### src/rtl/seg7_msg_if.sv
// Control and display bundle between the top-level buttons/switches, the
// message sequencer and the 7-segment decoder.
interface seg7_msg_if;
  logic       start;
  logic       stop;
  logic       pause;
  logic       loop_en;
  logic [3:0] counter;
  logic       busy;
  logic       step_strobe;
  logic       done;

  modport master (
    output start, stop, pause, loop_en,
    input  counter, busy, step_strobe, done
  );

  modport slave (
    input  start, stop, pause, loop_en,
    output counter, busy, step_strobe, done
  );
endinterface

### src/rtl/seg7_msg_sequencer.sv
// Steps the decoder code through FIRST_CODE..LAST_CODE at one step per TICK_DIV
// clocks, with optional looping and a blank gap of GAP_TICKS steps between passes.
module seg7_msg_sequencer #(
  parameter int TICK_DIV   = 10_000_000,
  parameter int FIRST_CODE = 1,
  parameter int LAST_CODE  = 7,
  parameter int GAP_TICKS  = 2
) (
  input  logic       clk,
  input  logic       rst,
  seg7_msg_if.slave  bus
);

  localparam int PW = (TICK_DIV > 1) ? $clog2(TICK_DIV) : 1;
  localparam int GW = (GAP_TICKS > 1) ? $clog2(GAP_TICKS) : 1;
  localparam int GAP_LAST = (GAP_TICKS > 0) ? GAP_TICKS - 1 : 0;

  localparam logic [PW-1:0] TICK_MAX = PW'(TICK_DIV - 1);
  localparam logic [GW-1:0] GAP_MAX  = GW'(GAP_LAST);
  localparam logic [3:0]    FIRST_C  = 4'(FIRST_CODE);
  localparam logic [3:0]    LAST_C   = 4'(LAST_CODE);

  localparam logic [1:0] ST_IDLE = 2'd0;
  localparam logic [1:0] ST_SHOW = 2'd1;
  localparam logic [1:0] ST_GAP  = 2'd2;

  logic [1:0]    state_q,   state_d;
  logic [3:0]    counter_q, counter_d;
  logic [PW-1:0] presc_q,   presc_d;
  logic [GW-1:0] gap_q,     gap_d;
  logic          strobe_q,  strobe_d;
  logic          done_q,    done_d;
  logic          busy_q;
  logic          tick_s;

  assign tick_s = (presc_q == TICK_MAX);

  always_comb begin
    state_d   = state_q;
    counter_d = counter_q;
    presc_d   = presc_q;
    gap_d     = gap_q;
    strobe_d  = 1'b0;
    done_d    = 1'b0;
    if (bus.stop) begin
      state_d   = ST_IDLE;
      counter_d = 4'd0;
      presc_d   = '0;
      gap_d     = '0;
    end else if (bus.start) begin
      state_d   = ST_SHOW;
      counter_d = FIRST_C;
      presc_d   = '0;
      gap_d     = '0;
    end else if (state_q == ST_IDLE) begin
      counter_d = 4'd0;
      presc_d   = '0;
    end else if (bus.pause) begin
      presc_d = presc_q;
    end else begin
      presc_d = tick_s ? '0 : presc_q + PW'(1);
      if (tick_s) begin
        case (state_q)
          ST_SHOW: begin
            strobe_d = 1'b1;
            if (counter_q < LAST_C) begin
              counter_d = counter_q + 4'd1;
            end else if (bus.loop_en && (GAP_TICKS > 0)) begin
              state_d   = ST_GAP;
              counter_d = 4'd0;
              gap_d     = '0;
            end else if (bus.loop_en) begin
              counter_d = FIRST_C;
            end else begin
              state_d   = ST_IDLE;
              counter_d = 4'd0;
              done_d    = 1'b1;
            end
          end
          ST_GAP: begin
            // The gap always runs to completion; loop_en is only consulted at end of pass.
            if (gap_q == GAP_MAX) begin
              state_d   = ST_SHOW;
              counter_d = FIRST_C;
              gap_d     = '0;
              strobe_d  = 1'b1;
            end else begin
              gap_d = gap_q + GW'(1);
            end
          end
          default: begin
            state_d   = ST_IDLE;
            counter_d = 4'd0;
            presc_d   = '0;
          end
        endcase
      end else begin
        counter_d = counter_q;
      end
    end
  end

  always_ff @(posedge clk or posedge rst) begin
    if (rst) begin
      state_q   <= ST_IDLE;
      counter_q <= 4'd0;
      presc_q   <= '0;
      gap_q     <= '0;
      strobe_q  <= 1'b0;
      done_q    <= 1'b0;
      busy_q    <= 1'b0;
    end else begin
      state_q   <= state_d;
      counter_q <= counter_d;
      presc_q   <= presc_d;
      gap_q     <= gap_d;
      strobe_q  <= strobe_d;
      done_q    <= done_d;
      busy_q    <= (state_d != ST_IDLE);
    end
  end

  assign bus.counter     = counter_q;
  assign bus.busy        = busy_q;
  assign bus.step_strobe = strobe_q;
  assign bus.done        = done_q;

endmodule

### src/flat_wrapper.sv
// flat-port wrapper written by rule: the top's interface ports become plain ports
module seg7_msg_sequencer_flat 
#(
  parameter int TICK_DIV   = 10_000_000,
  parameter int FIRST_CODE = 1,
  parameter int LAST_CODE  = 7,
  parameter int GAP_TICKS  = 2
)
  (clk, rst, bus_start, bus_stop, bus_pause, bus_loop_en, bus_counter, bus_busy, bus_step_strobe, bus_done);
  seg7_msg_if bus_i ();
  input  logic clk;
  input  logic rst;
  input wire logic [$bits(bus_i.start)-1:0] bus_start;
  input wire logic [$bits(bus_i.stop)-1:0] bus_stop;
  input wire logic [$bits(bus_i.pause)-1:0] bus_pause;
  input wire logic [$bits(bus_i.loop_en)-1:0] bus_loop_en;
  output wire logic [$bits(bus_i.counter)-1:0] bus_counter;
  output wire logic [$bits(bus_i.busy)-1:0] bus_busy;
  output wire logic [$bits(bus_i.step_strobe)-1:0] bus_step_strobe;
  output wire logic [$bits(bus_i.done)-1:0] bus_done;
  assign bus_i.start = bus_start;
  assign bus_i.stop = bus_stop;
  assign bus_i.pause = bus_pause;
  assign bus_i.loop_en = bus_loop_en;
  assign bus_counter = bus_i.counter;
  assign bus_busy = bus_i.busy;
  assign bus_step_strobe = bus_i.step_strobe;
  assign bus_done = bus_i.done;
  seg7_msg_sequencer #(.TICK_DIV(TICK_DIV), .FIRST_CODE(FIRST_CODE), .LAST_CODE(LAST_CODE), .GAP_TICKS(GAP_TICKS)) u_core (.clk(clk), .rst(rst), .bus(bus_i));
endmodule
### config.mk
export PLATFORM = sky130hd
export DESIGN_NAME = seg7_msg_sequencer_flat
export DESIGN_NICKNAME = d
export VERILOG_FILES = /design/src/rtl/seg7_msg_if.sv /design/src/rtl/seg7_msg_sequencer.sv /design/src/flat_wrapper.sv
export SDC_FILE = /design/constraint.sdc
export NUM_CORES = 1
export LEC_CHECK = 0
export CORE_MARGIN = 3
export CORE_UTILIZATION = 60
export CTS_BUF_LIST = sky130_fd_sc_hd__clkbuf_8
export DETAILED_ROUTE_END_ITERATION = 16
export PLACE_DENSITY_LB_ADDON = 0.15
export SLEW_MARGIN = 20
export SYNTH_ARGS = -nofsm -noshare
export SYNTH_HDL_FRONTEND = slang
export SYNTH_SLANG_ARGS = --single-unit
### constraint.sdc
create_clock -name clk -period 2.5 [get_ports clk]
set_input_delay 0.5 -clock clk [delete_from_list [all_inputs] [get_ports clk]]
set_output_delay 0.5 -clock clk [all_outputs]
set_load 0.02 [all_outputs]
==> impl_metrics.env, run 1 <==
# source this file to load flow results
export IMPL_inverters=10
export IMPL_grt_max_degree=35
export IMPL_die_area_um2=3980
export IMPL_cts_num_sinks=34
export IMPL_cp_depth=6
export IMPL_stdcell_count=278
export IMPL_reg2reg_from="u_core.state_q[1]"
export IMPL_largest_area_cell="dfrtp_1"
export IMPL_grt_antenna_before_repair=0
export IMPL_seqCellArea_um2=851
export IMPL_pwr_share_comb=0.071
export IMPL_area_growth_pct=16.7
export IMPL_synth_nets=220
export IMPL_post_route_drc_count=0
export IMPL_cpMostUsedCell="a31oi_1"
export IMPL_cts_resized=0
export IMPL_drive_above_1_share=0.124
export IMPL_clkTransAtPathRegs_ns=0.07
export IMPL_ys_sh_simple=0.289
export IMPL_cts_tree="yes"
export IMPL_nClkBuffers=6
export IMPL_grt_pass1_vias=1683
export IMPL_wl_met1_mm=1.97
export IMPL_synth_stat_cells=208
export IMPL_maxCapViolations=0
export IMPL_ys_ff=34
export IMPL_layout_top_cell="dfrtp_1"
export IMPL_num_vias=1730
export IMPL_end_kind="register"
export IMPL_status="completed"
export IMPL_arrival_ns=2.45
export IMPL_cp_slowest_cell="a211oi_1"
export IMPL_edf_count=0
export IMPL_antenna_cells=0
export IMPL_final_area_um2=2280
export IMPL_worst_pin_slew_ns=0.818
export IMPL_area_leaders="dfrtp_1 (44%), nor2_1 (4.4%), xor2_1 (4.0%)"
export IMPL_grt_setup_unrepaired="false"
export IMPL_post_route_min_period_ns=2.24
export IMPL_cp_slowest_stage_delay_ns=0.66
export IMPL_path_cells="inv_1 -> ha_1 -> or3_1 -> a211oi_1 -> a31oi_1 -> a31oi_1"
export IMPL_fin_ws_ns=0.261
Figure 1. PDN straps and rails (run 1).
The bar under the picture is 20 um long. Pins as bars on the die edge.
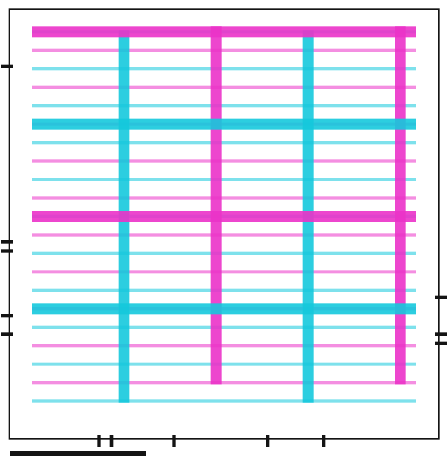
Cyan marks VSS. Magenta marks VDD.
The core has 20 rows. 13 signal pins sit on the boundary. 21 met1 rails follow the rows. 4 straps on met5.
die height: 63.1 um
chip width: 63.1 um
Core ar.: 3080 um2
worst IR drop on VDD: 0.377 mV

Figure 2. Cells coloured by class (run 1).
The bar under the picture is 20 um long.
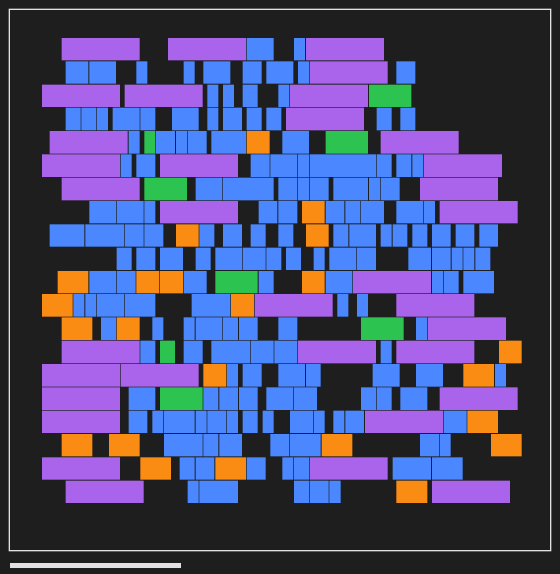
Blue marks remaining logic cells, cells 169, share of their area 49%. Green marks clock drivers and dummy loads, cells 8, share of their area 4.1%. Purple marks registers, cells 34, share of their area 38%. Orange marks remaining buffers and delay cells, cells 23, share of their area 9.1%.

Figure 3. Clock wires, drivers and flops (run 1).
The bar under the picture is 20 um long.
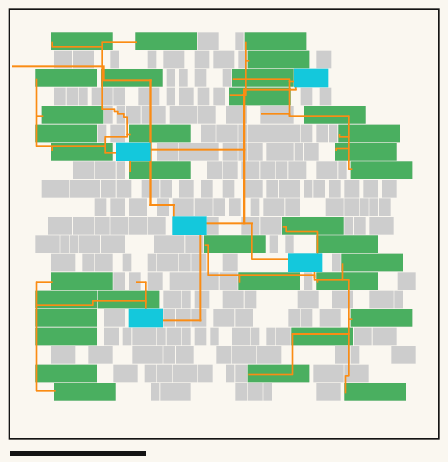
Green marks flip-flops, count 34. Cyan marks clock-net drivers, count 5. Orange marks clock wires, length 387 um.
Position of the flops: widely spread.

## Run 2: what changed since run 1
==> constraint.sdc (replaced) <==
create_clock -name clk -period 2.3 [get_ports clk]
set_input_delay 0.46 -clock clk [delete_from_list [all_inputs] [get_ports clk]]
set_output_delay 0.46 -clock clk [all_outputs]
set_load 0.02 [all_outputs]
Figure 4. Routed metal, one colour a layer (run 2).
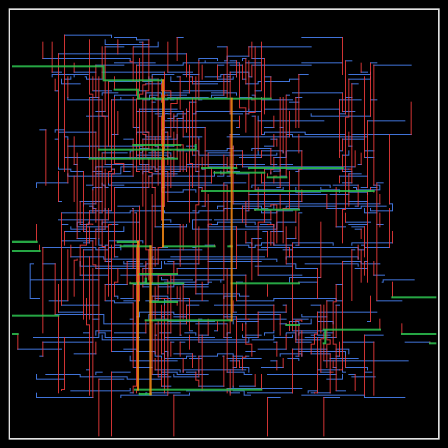
Orange marks M4, wire length 101 um. Red marks M2, wire length 1950 um. Blue marks M1, wire length 2020 um. Green marks M3, wire length 259 um.
DR WL/cell: 15.3 um
global router's overall resource usage: 0.244
via count: 1670
Post-Route WL: 4.33 mm

==> run 2 against run 1 <==
Effect of this change: design area up 1.3%; worst hold slack better by 0.017 ns; synthesized area unchanged; clock skew up 0.0015 ns; global-route usage up 0.066 points; maximum frequency up 2.6%; combinational power up 11%; highest routed layer unchanged.
==> impl_metrics.env, run 2 <==
# source this file to load flow results
export IMPL_end_kind="register"
export IMPL_maxCapViolations=0
export IMPL_seq_share=0.369
export IMPL_cp_slowest_cell="or4_4"
export IMPL_cp_slowest_stage_delay_ns=0.57
export IMPL_wl_met1_mm=2.02
export IMPL_inverters=10
export IMPL_grt_antenna_before_repair=0
export IMPL_nClkBuffers=6
export IMPL_seqCellArea_um2=851
export IMPL_die_h_um=63.1
export IMPL_grt_pass1_vias=1652
export IMPL_arrival_ns=2.40
export IMPL_cts_num_sinks=34
export IMPL_grt_max_degree=35
export IMPL_layout_top_cell="dfrtp_1"
export IMPL_clock_area_frac=0.0396
export IMPL_syn_cell_area_um2=1950
export IMPL_reg2reg_from="u_core.presc_q[16]"
export IMPL_largest_area_cell="dfrtp_1"
export IMPL_antenna_cells=0
export IMPL_slew_headroom=0.555
export IMPL_comb_power_mw=0.0813
export IMPL_required_ns=2.52
export IMPL_irDropWorstVdd_mv=0.417
export IMPL_post_route_drc_count=0
export IMPL_die_w_um=63.1
export IMPL_cts_tree="yes"
export IMPL_coreArea_um2=3080
export IMPL_crit_start="u_core.presc_q[16]"
export IMPL_post_route_min_period_ns=2.18
export IMPL_final_area_um2=2310
export IMPL_area_growth_pct=18.2
export IMPL_ys_ff=34
export IMPL_ys_sh_simple=0.289
export IMPL_worst_pin_slew_ns=0.662
export IMPL_status="completed"
export IMPL_fin_ws_ns=0.117
export IMPL_cp_depth=5
export IMPL_pwr_share_comb=0.072
export IMPL_area_leaders="dfrtp_1 (44%), nor2_1 (4.4%), xor2_1 (4.0%)"
export IMPL_stdcell_count=282
export IMPL_die_area_um2=3980
export IMPL_drive_above_1_share=0.139
export IMPL_clkTransAtPathRegs_ns=0.07
export IMPL_synth_nets=220
export IMPL_grt_setup_unrepaired="false"
export IMPL_synth_stat_cells=208
export IMPL_pwr_share_clk=0.392
export IMPL_finalClockPeriodUsage=0.949
export IMPL_cts_max_level=2
Figure 5. PDN straps and rails (run 2).
The bar under the picture is 20 um long. Pins as bars on the die edge.
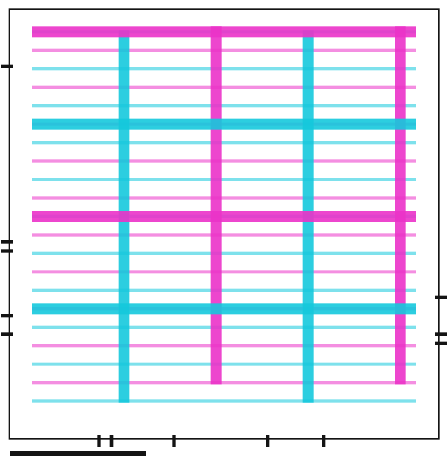
Magenta marks VDD. Cyan marks VSS.
13 signal pins sit on the boundary. 21 met1 rails follow the rows. The core has 20 rows. 4 straps on met5.

## Run 3: what changed since run 2
--- a/config.mk
+++ b/config.mk
@@ -5,6 +5,7 @@
 export SDC_FILE = /design/constraint.sdc
 export NUM_CORES = 1
 export LEC_CHECK = 0
+export CORE_ASPECT_RATIO = 1.5
 export CORE_MARGIN = 3
 export CORE_UTILIZATION = 60
 export CTS_BUF_LIST = sky130_fd_sc_hd__clkbuf_8
Figure 6. PDN straps and rails (run 3).
The bar under the picture is 20 um long. Pins as bars on the die edge.
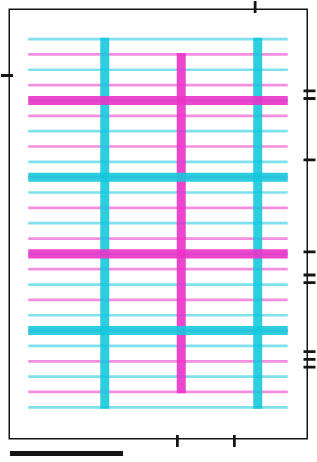
Cyan marks VSS. Magenta marks VDD.
3 straps on met4. The core has 24 rows. 4 straps on met5.

==> run 3 against run 2 <==
Effect of this change: first-iteration DRC count down 47%; count of clock-buffer cells in the layout shrank 1; largest cell class unchanged; maximum frequency up 1.1%.
==> impl_metrics.env, run 3 <==
# source this file to load flow results
export IMPL_status="completed"
export IMPL_required_ns=2.51
export IMPL_area_growth_pct=18.7
export IMPL_cp_depth=7
export IMPL_grt_usage=0.267
export IMPL_crit_start="u_core.state_q[1]"
export IMPL_post_route_drc_count=0
export IMPL_ys_ff=34
export IMPL_reg2reg_from="u_core.state_q[1]"
export IMPL_die_w_um=52.6
export IMPL_die_area_um2=3990
export IMPL_seqCellArea_um2=852
export IMPL_path_cells="inv_1 -> ha_1 -> or4b_2 -> nand3_1 -> or3_4 -> o21ai_0 -> a21oi_1"
export IMPL_pwr_share_comb=0.078
export IMPL_comb_power_mw=0.0860
export IMPL_cts_resized=0
export IMPL_nClkBuffers=5
export IMPL_grt_setup_unrepaired="false"
export IMPL_largest_area_cell="dfrtp_1"
export IMPL_startpoint_type="register"
export IMPL_fin_ws_ns=0.142
export IMPL_wire_per_inst_um=15.9
export IMPL_slew_headroom=0.575
export IMPL_end_kind="register"
export IMPL_cts_max_level=2
export IMPL_synth_nets=220
export IMPL_syn_cell_area_um2=1950
export IMPL_finalClockPeriodUsage=0.938
export IMPL_post_route_min_period_ns=2.16
export IMPL_maxCapViolations=0
export IMPL_cts_num_sinks=34
export IMPL_drive_above_1_share=0.158
export IMPL_grt_pass1_vias=1696
export IMPL_worst_pin_slew_ns=0.631
export IMPL_arrival_ns=2.37
export IMPL_wl_met1_mm=1.63
export IMPL_ys_sh_simple=0.289
export IMPL_grt_antenna_before_repair=0
export IMPL_highest_layer="met4"
export IMPL_irDropWorstVdd_mv=0.515
export IMPL_grt_max_degree=35
export IMPL_cp_slowest_stage_delay_ns=0.74
export IMPL_crit_end="u_core.presc_q[13]"
export IMPL_inverters=10
export IMPL_layout_top_cell="dfrtp_1"
export IMPL_seq_share=0.368
export IMPL_clkTransAtPathRegs_ns=0.07
export IMPL_stdcell_count=279
export IMPL_edf_count=0
export IMPL_final_area_um2=2320
export IMPL_area_leaders="dfrtp_1 (44%), nor2_1 (4.4%), xor2_1 (4.0%)"
export IMPL_clock_area_frac=0.0340
export IMPL_cts_tree="yes"
export IMPL_coreArea_um2=3000
Figure 7. Clock wires, drivers and flops (run 3).
The bar under the picture is 20 um long.
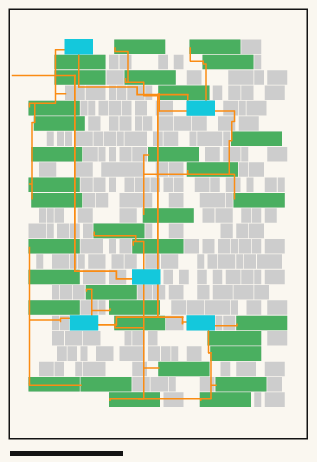
Orange marks clock wires, length 432 um. Cyan marks clock-net drivers, count 5. Green marks flip-flops, count 34.
There are 6 routed clock nets.
Latency at later pin: 0.29 ns
clock network power share: 0.372

Power and IR drop assume default switching activity.
